**Run 1: gate-type map**

Bar = 50 µm.
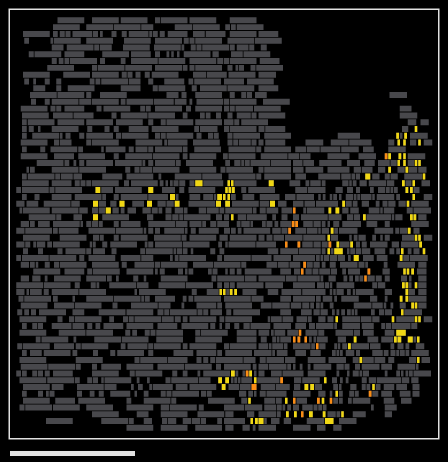
**Run 1: signal wires by layer**

Bar = 50 µm.
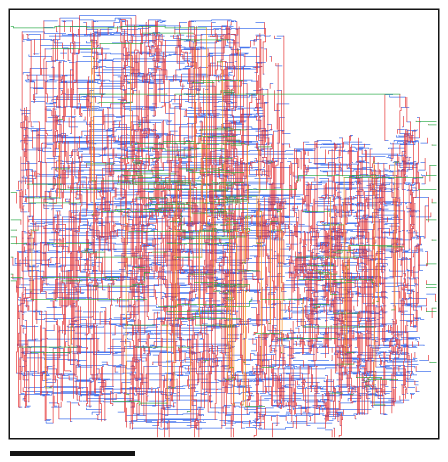
**Run 1: cell placement**

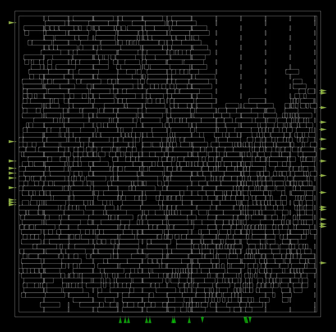
$ cat src/rtl/fir_pkg.sv
// -----------------------------------------------------------------------------
// fir_pkg
// Shared types and constants for the serial FIR filter (fir_serial / fir_mac).
//   DATA_W        : sample width (Q1.15 audio, codec bits [23:8])
//   COEF_W        : coefficient width (Q1.15)
//   sample_t      : signed sample type
//   coef_t        : signed coefficient type
//   state_t       : controller states IDLE / MAC
//   COEFS_DEFAULT : 16-tap 1/16 moving average (0x0800 = 1/16 in Q1.15)
// -----------------------------------------------------------------------------
package fir_pkg;

   localparam int DATA_W = 16;
   localparam int COEF_W = 16;

   typedef logic signed [DATA_W-1:0] sample_t;
   typedef logic signed [COEF_W-1:0] coef_t;

   typedef enum logic {
      IDLE = 1'b0,
      MAC  = 1'b1
   } state_t;

   localparam coef_t COEFS_DEFAULT [16] = '{default: 16'sh0800};

endpackage

$ cat src/rtl/fir_mac.sv
// -----------------------------------------------------------------------------
// fir_mac
// Single multiply-accumulate datapath for the serial FIR.
// Ports:
//   ck     : clock, rising edge
//   rst    : synchronous active-high reset, clears the accumulator
//   coef   : signed Q1.15 coefficient for the current tap
//   sample : signed history sample for the current tap
//   clr    : clear accumulator (start of a new convolution)
//   en     : add coef*sample into the accumulator this edge
//   acc    : signed accumulator, ACC_W bits
// -----------------------------------------------------------------------------
module fir_mac
   import fir_pkg::*;
#(
   parameter int ACC_W = 36
) (
   input  logic                    ck,
   input  logic                    rst,
   input  coef_t                   coef,
   input  sample_t                 sample,
   input  logic                    clr,
   input  logic                    en,
   output logic signed [ACC_W-1:0] acc
);

   localparam int PROD_W = DATA_W + COEF_W;

   logic signed [PROD_W-1:0] w_prod_p0;
   logic signed [ACC_W-1:0]  r_acc_p1;

   // ---- stage p0: full-precision product (never overflows 32 bits) ----
   assign w_prod_p0 = PROD_W'(coef) * PROD_W'(sample);

   // ---- stage p1: accumulate; headroom of log2(NTAPS) bits covers the sum ----
   always_ff @(posedge ck) begin
      if (rst) begin
         r_acc_p1 <= '0;
      end else if (clr) begin
         r_acc_p1 <= '0;
      end else if (en) begin
         r_acc_p1 <= r_acc_p1 + ACC_W'(w_prod_p0);
      end
   end

   assign acc = r_acc_p1;

endmodule

$ cat src/rtl/fir_serial.sv
// -----------------------------------------------------------------------------
// fir_serial
// Serial FIR filter: one multiply-accumulate per clock over a circular history
// buffer of NTAPS samples. A strobe in IDLE starts a convolution; the result
// appears NTAPS+1 edges later with a one-cycle output_ready pulse.
// Ports:
//   ck           : sole clock, rising edge
//   rst          : synchronous active-high reset (aborts any convolution)
//   in           : signed 16-bit input sample
//   input_ready  : one-cycle strobe, in is valid this cycle
//   out          : signed 16-bit filtered sample, held between results
//   output_ready : one-cycle strobe, out newly valid
//   busy         : high while a convolution is in progress
//   overrun      : sticky, a strobe arrived while busy (that sample is dropped)
// -----------------------------------------------------------------------------
module fir_serial
   import fir_pkg::*;
#(
   parameter int    NTAPS         = 16,
   parameter coef_t COEFS [NTAPS] = COEFS_DEFAULT
) (
   input  logic    ck,
   input  logic    rst,
   input  sample_t in,
   input  logic    input_ready,
   output sample_t out,
   output logic    output_ready,
   output logic    busy,
   output logic    overrun
);

   localparam int PTR_W = $clog2(NTAPS);
   localparam int K_W   = PTR_W + 1;          // k must reach NTAPS
   localparam int ACC_W = 32 + PTR_W;

   localparam logic signed [ACC_W-1:0] RND_HALF = ACC_W'(16384);
   localparam logic signed [ACC_W-1:0] SAT_MAX  = ACC_W'(32767);
   localparam logic signed [ACC_W-1:0] SAT_MIN  = ACC_W'(-32768);

   // Round half up, drop 15 fraction bits, clamp to the 16-bit signed range.
   function automatic sample_t round_sat(input logic signed [ACC_W-1:0] a);
      logic signed [ACC_W-1:0] r;
      r = (a + RND_HALF) >>> 15;
      if (r > SAT_MAX) begin
         return 16'sh7FFF;
      end else if (r < SAT_MIN) begin
         return 16'sh8000;
      end
      return sample_t'(r[DATA_W-1:0]);
   endfunction

   state_t               r_state;
   logic [K_W-1:0]       r_k;
   logic [PTR_W-1:0]     r_wr_ptr;
   sample_t              r_buf [NTAPS];
   sample_t              r_out;
   logic                 r_vld_p2;
   logic                 r_overrun;

   logic [PTR_W-1:0]        w_tap_idx;
   logic [PTR_W-1:0]        w_rd_ptr;
   logic                    w_last;
   logic                    w_mac_clr;
   logic                    w_mac_en;
   coef_t                   w_coef;
   sample_t                 w_sample;
   logic signed [ACC_W-1:0] w_acc;

   // ---- stage p0: tap selection; wr_ptr still points at the newest sample ----
   assign w_tap_idx = r_k[PTR_W-1:0];
   assign w_rd_ptr  = r_wr_ptr - w_tap_idx;   // power-of-two size wraps mod NTAPS
   assign w_coef    = COEFS[w_tap_idx];
   assign w_sample  = r_buf[w_rd_ptr];
   assign w_last    = (r_k == K_W'(NTAPS));   // all products are in the accumulator
   assign w_mac_clr = (r_state == IDLE) && input_ready;
   assign w_mac_en  = (r_state == MAC) && !w_last;

   fir_mac #(
      .ACC_W (ACC_W)
   ) u_mac (
      .ck     (ck),
      .rst    (rst),
      .coef   (w_coef),
      .sample (w_sample),
      .clr    (w_mac_clr),
      .en     (w_mac_en),
      .acc    (w_acc)
   );

   // ---- stage p2: control, history write, result register ----
   always_ff @(posedge ck) begin
      if (rst) begin
         r_state   <= IDLE;
         r_k       <= '0;
         r_wr_ptr  <= '0;
         r_out     <= '0;
         r_vld_p2  <= 1'b0;
         r_overrun <= 1'b0;
         for (int i = 0; i < NTAPS; i++) begin
            r_buf[i] <= '0;
         end
      end else begin
         r_vld_p2 <= 1'b0;
         case (r_state)
            IDLE: begin
               if (input_ready) begin
                  r_buf[r_wr_ptr] <= in;
                  r_k             <= '0;
                  r_state         <= MAC;
               end
            end
            MAC: begin
               // Strobes while busy are dropped; only the sticky flag records them.
               if (input_ready) begin
                  r_overrun <= 1'b1;
               end
               if (w_last) begin
                  r_out    <= round_sat(w_acc);
                  r_vld_p2 <= 1'b1;
                  r_wr_ptr <= r_wr_ptr + PTR_W'(1);
                  r_k      <= '0;
                  r_state  <= IDLE;
               end else begin
                  r_k <= r_k + K_W'(1);
               end
            end
            default: begin
               r_state <= IDLE;
            end
         endcase
      end
   end

   assign out          = r_out;
   assign output_ready = r_vld_p2;
   assign busy         = (r_state == MAC);
   assign overrun      = r_overrun;

endmodule
$ cat config.mk
export PLATFORM = sky130hd
export DESIGN_NAME = fir_serial
export DESIGN_NICKNAME = d
export VERILOG_FILES = /design/src/rtl/fir_pkg.sv /design/src/rtl/fir_mac.sv /design/src/rtl/fir_serial.sv
export SDC_FILE = /design/constraint.sdc
export NUM_CORES = 1
export LEC_CHECK = 0
export CORE_MARGIN = 2
export CORE_UTILIZATION = 58
export CTS_BUF_LIST = sky130_fd_sc_hd__clkbuf_8
export CTS_CLUSTER_SIZE = 8
export DETAILED_ROUTE_END_ITERATION = 16
export GPL_TIMING_DRIVEN = 0
export PLACE_DENSITY = 0.77
export SYNTH_ARGS = -nofsm -noshare
export SYNTH_HDL_FRONTEND = slang
export SYNTH_SLANG_ARGS = --single-unit
export TNS_END_PERCENT = 30
$ cat constraint.sdc
create_clock -name ck -period 6 [get_ports ck]
set_input_delay 0.6 -clock ck [delete_from_list [all_inputs] [get_ports ck]]
set_output_delay 0.6 -clock ck [all_outputs]
set_load 0.01 [all_outputs]
==> impl_metrics.ini, run 1 <==
; implementation run metrics
[worst_hold_path]
worst_hold_path_type = flop to flop

[die]
chip_area_um2 = 29400
core_util_floorplan = 0.587
num_io_pins = 38

[global_routing]
grt_use_met3 = 0.0428
initial_antenna_violation_count = 1
grt_start_max_net_pins = 17
global_route.usage.met1 = 0.330

[placement]
gp_congestion = 0.930
dp_hpwl_um = 27100

[synthesis]
enable_flop_cells = 256
asyncSetResetFlopFracSynth = 0
netlist_instances = 1272
mappedNetlistArea_um2 = 16300
ys_chip_area_um2 = 16300

[final_layout]
n_diodes = 0
final_nets = 1515

[timing]
final-setup-viol-count = 0
final_max_slew_viol_count = 0
worst_hold_slack_ps = 473
finalHoldViolCount = 0

[detailed_routing]
drt_first_pass_iters = 6
drtAntennaViolNets = 0

[power_and_ir_drop]
pwr_density_cell_nw_per_um2 = 311
combinationalPowerShare = 0.282
seqPwrFrac = 0.422
power.switching_uw = 1800

[critical_path]
timing.rr.start = r_wr_ptr[0]
setup.worst_path.start = r_wr_ptr[0]
type_of_the_setup_path_with_the_least_slack = flop to flop
crit_path_end = u_mac.acc[33]
crit_arrival_ps = 6520

[cts]
clkLatencyLatePin_ps = 600

[outcome]
run_status = complete, no violations
About 'gate-type map':
family	color	cells	most used
nor cells	yellow	118	nor2_1
inv cells	orange	25	inv_1
top logic cell by instance count in the layout: sky130_fd_sc_hd__and2_1
Finished Layout Cells: 1807
multi-input gate share of total cell area: 0.397

About 'signal wires by layer':
layer	color	wire length
metal 2	red	20.3 mm
metal 3	green	2190 µm
metal 1	blue	15000 µm
metal 4	orange	1800 µm
GRT Overall Usage: 0.276
wire length per cell: 21.8 µm
total vias in the final route: 10481

About 'cell placement':
tap cells: 378
fraction of standard cell area that is sequential: 0.466

run 1: through the flow:
stage	cell area (µm²)	cells	utilization	power [µW]	TNS [ps]
2_1_floorplan	16300	1272	-	3420	0
3_3_place_gp	17100	1686	0.617	3730	-13700
3_5_place_dp	17100	1687	0.617	3760	-15610
4_1_cts	18500	1792	0.667	5620	-35.9
5_1_grt	18800	1807	0.679	6110	-133
6_report	18800	1807	0.679	5860	0
run 1: cell type report:
cell class / instances / area, µm²
repair buffers: 67 / 624
multi-input cells: 862 / 7460
flip-flops and latches: 309 / 8760
inverters: 25 / 96.3
clock buffers: 51 / 702
fillers: 1993 / 8900
well taps: 378 / 473
clock inverters: 39 / 228
plain buffers: 76 / 468
run 1: state kept, by name, summed over array words and instances, names as in the netlist:
register and cells:
busy 1, out 16, output_ready 1, overrun 1
r_buf 256, r_k 5, r_wr_ptr 4, u_mac.acc 25
run 1: synth_stat cells, types with 21 or more instances:
library cell | n | share of area
sky130_fd_sc_hd__xnor2_1 | 21 | 0.011
sky130_fd_sc_hd__ha_1 | 90 | 0.069
sky130_fd_sc_hd__a21oi_1 | 41 | 0.013
sky130_fd_sc_hd__nand2_1 | 56 | 0.013
sky130_fd_sc_hd__mux4_2 | 64 | 0.089
sky130_fd_sc_hd__clkbuf_1 | 52 | 0.012
sky130_fd_sc_hd__edfxtp_1 | 256 | 0.47
sky130_fd_sc_hd__xor2_1 | 21 | 0.011
sky130_fd_sc_hd__nor2_1 | 88 | 0.020
sky130_fd_sc_hd__and2_1 | 264 | 0.10
sky130_fd_sc_hd__inv_1 | 25 | 0.0058
sky130_fd_sc_hd__dfxtp_1 | 53 | 0.065
run 1: per-layer routing:
metal  wire [µm]  part of all wire  up-vias
met5           0                 0        -
met2       20300              0.52      389
met3        2190             0.056      102
met4        1800             0.046        0
li1            -                 -     4844
met1       15000              0.38     5146
run 1: worst max-delay path, cell delays in order, from the launching register on:
cell                        delay, ps
sky130_fd_sc_hd__dfxtp_4          360
sky130_fd_sc_hd__inv_4             60
sky130_fd_sc_hd__ha_4             110
sky130_fd_sc_hd__inv_2             40
sky130_fd_sc_hd__fa_2             560
sky130_fd_sc_hd__buf_12           150
sky130_fd_sc_hd__buf_12           140
sky130_fd_sc_hd__clkbuf_16        150
sky130_fd_sc_hd__mux4_2           330
sky130_fd_sc_hd__mux2i_2          200
sky130_fd_sc_hd__a21oi_2          120
sky130_fd_sc_hd__ha_2             200
sky130_fd_sc_hd__fa_1             590
sky130_fd_sc_hd__ha_4             220
sky130_fd_sc_hd__fa_2             540
sky130_fd_sc_hd__ha_4             200
sky130_fd_sc_hd__ha_4             290
sky130_fd_sc_hd__nand4_4           90
sky130_fd_sc_hd__or4_4            560
sky130_fd_sc_hd__o211ai_4         250
sky130_fd_sc_hd__a311oi_2         160
sky130_fd_sc_hd__or4_1            550
sky130_fd_sc_hd__nand3_1           80
run 1: what timing repair did:
item | 4_1_cts | 5_1_grt
setup buffers | 14 | 16
pin swaps | 9 | 19
gates resized | 74 | 40
gates cloned | 1 | 0
setup endpoints to repair | 18 | 12
## Run 2: what changed since run 1
--- a/config.mk
+++ b/config.mk
@@ -12,6 +12,7 @@
 export DETAILED_ROUTE_END_ITERATION = 16
 export GPL_TIMING_DRIVEN = 0
 export PLACE_DENSITY = 0.77
+export SKIP_CTS_REPAIR_TIMING = 1
 export SYNTH_ARGS = -nofsm -noshare
 export SYNTH_HDL_FRONTEND = slang
 export SYNTH_SLANG_ARGS = --single-unit
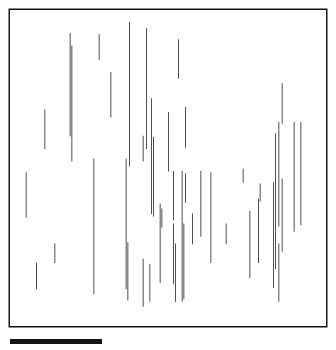
**Above:** run 2 (M4 wires).
Bar = 50 µm.
main direction	vertical
longest straight run	78.2 µm
wire length on this layer	1650 µm
share of all routed wire	4.2%
nets with wire on the layer	32
total vias in the final route: 10466
wire length reported by the detailed router: 39200 µm

==> impl_metrics.ini, run 2 <==
; implementation run metrics
[outcome]
run_status = finished with violations
violations = negative setup slack

[global_routing]
grt_use_met3 = 0.0410
global_route.usage.met1 = 0.321
grt_start_max_net_pins = 17
grt_util_all_layers = 0.269

[final_layout]
final_nets = 1518
layout.cells.most_common = sky130_fd_sc_hd__and2_1
largest-register = r_buf
largest_register_ffs = 256

[synthesis]
mappedNetlistArea_um2 = 16300
synth_dominant_cell_count = sky130_fd_sc_hd__and2_1
synth.cells.most_frequent = sky130_fd_sc_hd__and2_1, sky130_fd_sc_hd__edfxtp_1, sky130_fd_sc_hd__ha_1
top_area_frac = 0.473
synthDominantAreaCellType = sky130_fd_sc_hd__edfxtp_1
enable_flop_cells = 256
netlist_instances = 1272

[detailed_routing]
drt_first_pass_iters = 5
post_drt_wl_per_cell_um = 21.6

[placement]
gp_congestion = 0.930
post_dp_cell_area_um2 = 17100
dp_hpwl_um = 27100

[critical_path]
crit_arrival_ps = 6630
type_of_the_setup_path_with_the_least_slack = flop to flop

[die]
chip_area_um2 = 29400
num_io_pins = 38
core_util_floorplan = 0.587

[timing]
final-setup-viol-count = 1
setup_slack_ps = -99.1
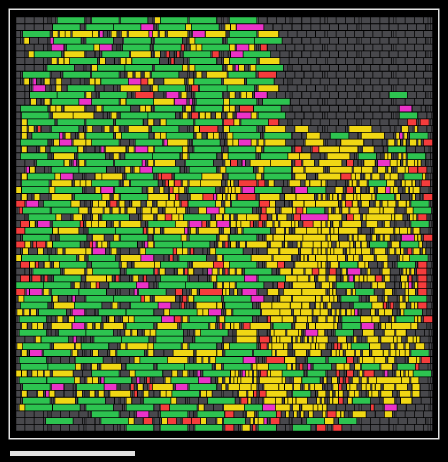
**Above:** run 2 (placed cells, one color a class).
Bar = 50 µm. Fill, decap, tap and diode cells in gray.
class	color	cells	share of their area
remaining buffers and delay cells	red	146	6.1%
sequential cells	green	309	48%
clock drivers and dummy loads	magenta	90	5.1%
combinational and other logic	yellow	887	41%
finished layout cell area: 18900 µm²
final core utilization: 0.680
placement row count: 61

## run 2: final timing paths
kind                 startpoint            end  cells after the start
setup / recovery    r_wr_ptr[0]  u_mac.acc[33]                     22
hold / removal    u_mac.acc[13]  u_mac.acc[13]                      2
setup reg to reg    r_wr_ptr[0]  u_mac.acc[33]                     22
hold reg to reg   u_mac.acc[13]  u_mac.acc[13]                      2
## run 2: kinds of logic (layout without fill, tap and decap cells)
logic type / count (synthesis) / in the layout / synth area share
AND-OR/OR-AND: 131 / 131 / 0.0541
flip-flops: 309 / 309 / 0.538
buffers and inverters: 101 / 261 / 0.0251
XOR/XNOR: 42 / 42 / 0.0226
multiplexers: 85 / 85 / 0.102
adder cells (fa/ha/maj): 104 / 104 / 0.0865
AND/OR/NAND/NOR: 500 / 500 / 0.172
## run 2: layout make-up
class	instances	area, µm²
flip-flops and latches	309	8760
multi-input cells	862	7470
clock buffers	51	702
fillers	1999	8850
inverters	25	96.3
repair buffers	70	666
plain buffers	76	460
clock inverters	39	228
well taps	378	473
## run 2: per-stage QoR
| stage | setup TNS, ps | total power, µW | setup WS [ps] | hold WS [ps] | std cells |
|---|---|---|---|---|---|
| 3_5_place_dp | -15610 | 3760 | -1460 | 465 | 1687 |
| 5_1_grt | -598 | 6060 | -251 | 487 | 1810 |
| 6_report | -99.1 | 5810 | -99.1 | 474 | 1810 |
| 4_1_cts | -15780 | 5470 | -1460 | 472 | 1777 |
| 3_3_place_gp | -13700 | 3730 | -1320 | 447 | 1686 |
| 2_1_floorplan | 0 | 3420 | 60.1 | 441 | 1272 |
## run 2: metal layers
metal / vias to the layer above / part of all wire
met5: - / 0
met2: 356 / 0.53
li1: 4848 / -
met3: 99 / 0.050
met1: 5163 / 0.38
met4: 0 / 0.042
## run 2: power by group
group          total (µW)  switching [µW]  internal [µW]
registers            2470            64.9           2410
clock network        1730             854            879
logic                1610             863            747
total                5810            1780           4030
## run 2: worst max-delay path, cell delays in order (launching register included)
cell,delay [ps]
sky130_fd_sc_hd__dfxtp_4,360
sky130_fd_sc_hd__inv_4,60
sky130_fd_sc_hd__ha_4,110
sky130_fd_sc_hd__inv_2,40
sky130_fd_sc_hd__fa_2,660
sky130_fd_sc_hd__buf_12,170
sky130_fd_sc_hd__buf_12,130
sky130_fd_sc_hd__buf_12,110
sky130_fd_sc_hd__mux4_2,310
sky130_fd_sc_hd__nor2b_1,160
sky130_fd_sc_hd__a211oi_1,290
sky130_fd_sc_hd__a21oi_2,120
sky130_fd_sc_hd__ha_1,340
sky130_fd_sc_hd__ha_1,320
sky130_fd_sc_hd__fa_1,480
sky130_fd_sc_hd__ha_1,310
sky130_fd_sc_hd__ha_1,360
sky130_fd_sc_hd__o211ai_1,190
sky130_fd_sc_hd__or4_4,470
sky130_fd_sc_hd__o211ai_4,280
sky130_fd_sc_hd__a311oi_2,150
sky130_fd_sc_hd__or4_1,550
sky130_fd_sc_hd__nand3_1,80
## Run 3: what changed since run 2
--- a/config.mk
+++ b/config.mk
@@ -12,6 +12,7 @@
 export DETAILED_ROUTE_END_ITERATION = 16
 export GPL_TIMING_DRIVEN = 0
 export PLACE_DENSITY = 0.77
+export REMOVE_ABC_BUFFERS = 1
 export SKIP_CTS_REPAIR_TIMING = 1
 export SYNTH_ARGS = -nofsm -noshare
 export SYNTH_HDL_FRONTEND = slang
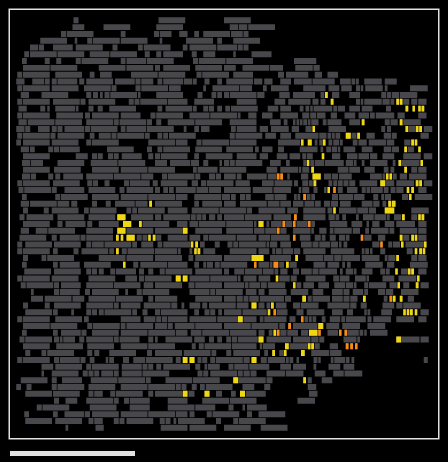
**Above:** run 3 (gate-type map).
Bar = 50 µm.
family	color	cells	most used
nor cells	yellow	118	nor2_1
inv cells	orange	25	inv_1
multi-input gate share of total cell area: 0.406
Finished Layout Cells: 1743

==> impl_metrics.ini, run 3 <==
; implementation run metrics
[worst_hold_path]
worst_hold_path_type = flop to flop
worst_hold_startpoint = u_mac.acc[13]

[detailed_routing]
drtAntennaViolNets = 0
drt_first_pass_iters = 5

[die]
chip_area_um2 = 29400
core_util_floorplan = 0.587

[synthesis]
enable_flop_cells = 256
post_synth_main_area_contributors = sky130_fd_sc_hd__edfxtp_1, sky130_fd_sc_hd__and2_1, sky130_fd_sc_hd__mux4_2
synthDominantAreaCellType = sky130_fd_sc_hd__edfxtp_1
top_area_frac = 0.473
synth_dominant_cell_count = sky130_fd_sc_hd__and2_1
asyncSetResetFlopFracSynth = 0

[placement]
dp_hpwl_um = 22200
post_dp_cell_area_um2 = 17000
pre_cts_ws_ps = -1050
dpl.cell_count = 1616

[critical_path]
crit_chain = inv_4 -> ha_4 -> inv_2 -> fa_4 -> buf_16 -> mux4_2 -> mux2i_4 -> mux2i_4 -> ha_2 -> fa_1 -> ha_4 -> fa_1 -> ha_4 -> ha_4 -> nand4_4 -> or4_4 -> o211ai_4 -> a311oi_2 -> or4_1 -> nand3_1
cp_slowest_stage_delay_ps = 910
r2r.worst_path.cells = 20
crit_path_top_delay_cell = sky130_fd_sc_hd__fa_4
crit_arrival_ps = 6630
crit_path_frequent_cell = sky130_fd_sc_hd__ha_4

[power_and_ir_drop]
report.power.total_uw = 5720
pwr_density_cell_nw_per_um2 = 307

[timing]
setup_slack_ps = -117
final-setup-viol-count = 4

[outcome]
run_status = finished with violations
violations = negative setup slack

[final_layout]
final_nets = 1454
layout.cells.most_common = sky130_fd_sc_hd__and2_1
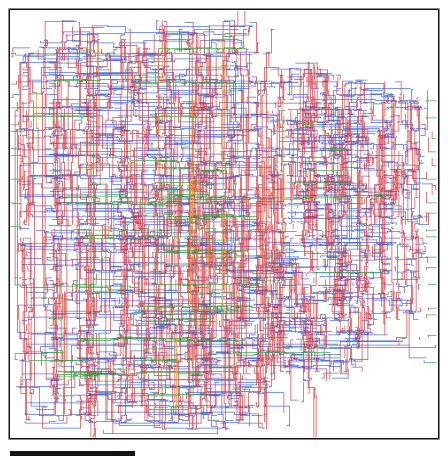
**Above:** run 3 (signal wires by layer).
Bar = 50 µm.
layer	color	wire length
metal 1	blue	14800 µm
metal 3	green	2620 µm
metal 4	orange	960 µm
metal 2	red	18800 µm

==> run 3: through the flow <==
| step | hold slack [ps] | utilization |
|---|---|---|
| CTS | 468 | 0.646 |
| detailed placement | 459 | 0.612 |
| global route | 480 | 0.673 |
| finish | 467 | 0.673 |
| global placement | 449 | 0.606 |
| floorplan | 441 | - |
==> run 3: cells by family (layout without fill, tap and decap cells) <==
family,Yosys count,count (layout),synth area share
mux,85,87,0.102
fa+ha+maj,104,104,0.0865
flops,309,309,0.538
xor+xnor,42,43,0.0226
compound gates,131,131,0.0541
buf+inv,101,191,0.0251
simple gates,500,500,0.172
==> run 3: worst max-delay path: cells and delay by family, from the launching register on <==
family / cells / cell delay [ps]
adders and majority gates: 8 / 3090
and+or+nand+nor: 4 / 1120
muxes: 3 / 810
AOI/OAI and AO/OA: 2 / 380
DFF: 1 / 360
buffers and inverters: 3 / 290
==> run 3: power by group <==
part | internal [µW] | switching (µW)
Clock | 863 | 819
Sequential | 2410 | 63.5
Combinational | 725 | 838
==> run 3: area by class of cell <==
class / instances / area (µm²) / share of cell area
Clock buffer: 57 / 785 / 0.0421
Clock inverter: 30 / 133 / 0.00711
Inverter: 25 / 96.3 / 0.00517
Multi-Input combinational cell: 865 / 7570 / 0.406
Sequential cell: 309 / 8750 / 0.470
Tap cell: 378 / 473 / 0.0254
Timing Repair Buffer: 79 / 828 / 0.0444
==> run 3: how the worst max path moves through the flow <==
stage	startpoint	to	slack, ps	depth (start not counted)
global placement	r_wr_ptr[0]	u_mac.acc[35]	-4850	20
finish	r_wr_ptr[0]	u_mac.acc[33]	-120	20
CTS	r_wr_ptr[0]	u_mac.acc[33]	-1080	20
floorplan	r_wr_ptr[0]	u_mac.acc[33]	-2340	17
global route	r_wr_ptr[0]	u_mac.acc[33]	-230	22
detailed placement	r_wr_ptr[0]	u_mac.acc[33]	-1050	20
==> run 3: metal layers <==
metal,part of all wire,GRT usage,wire [µm]
met5,0,0,0
met4,0.026,0.0792,960
met1,0.40,0.314,14800
met3,0.070,0.0327,2620
met2,0.51,0.428,18800
Power is estimated from default activity; no workload was simulated.
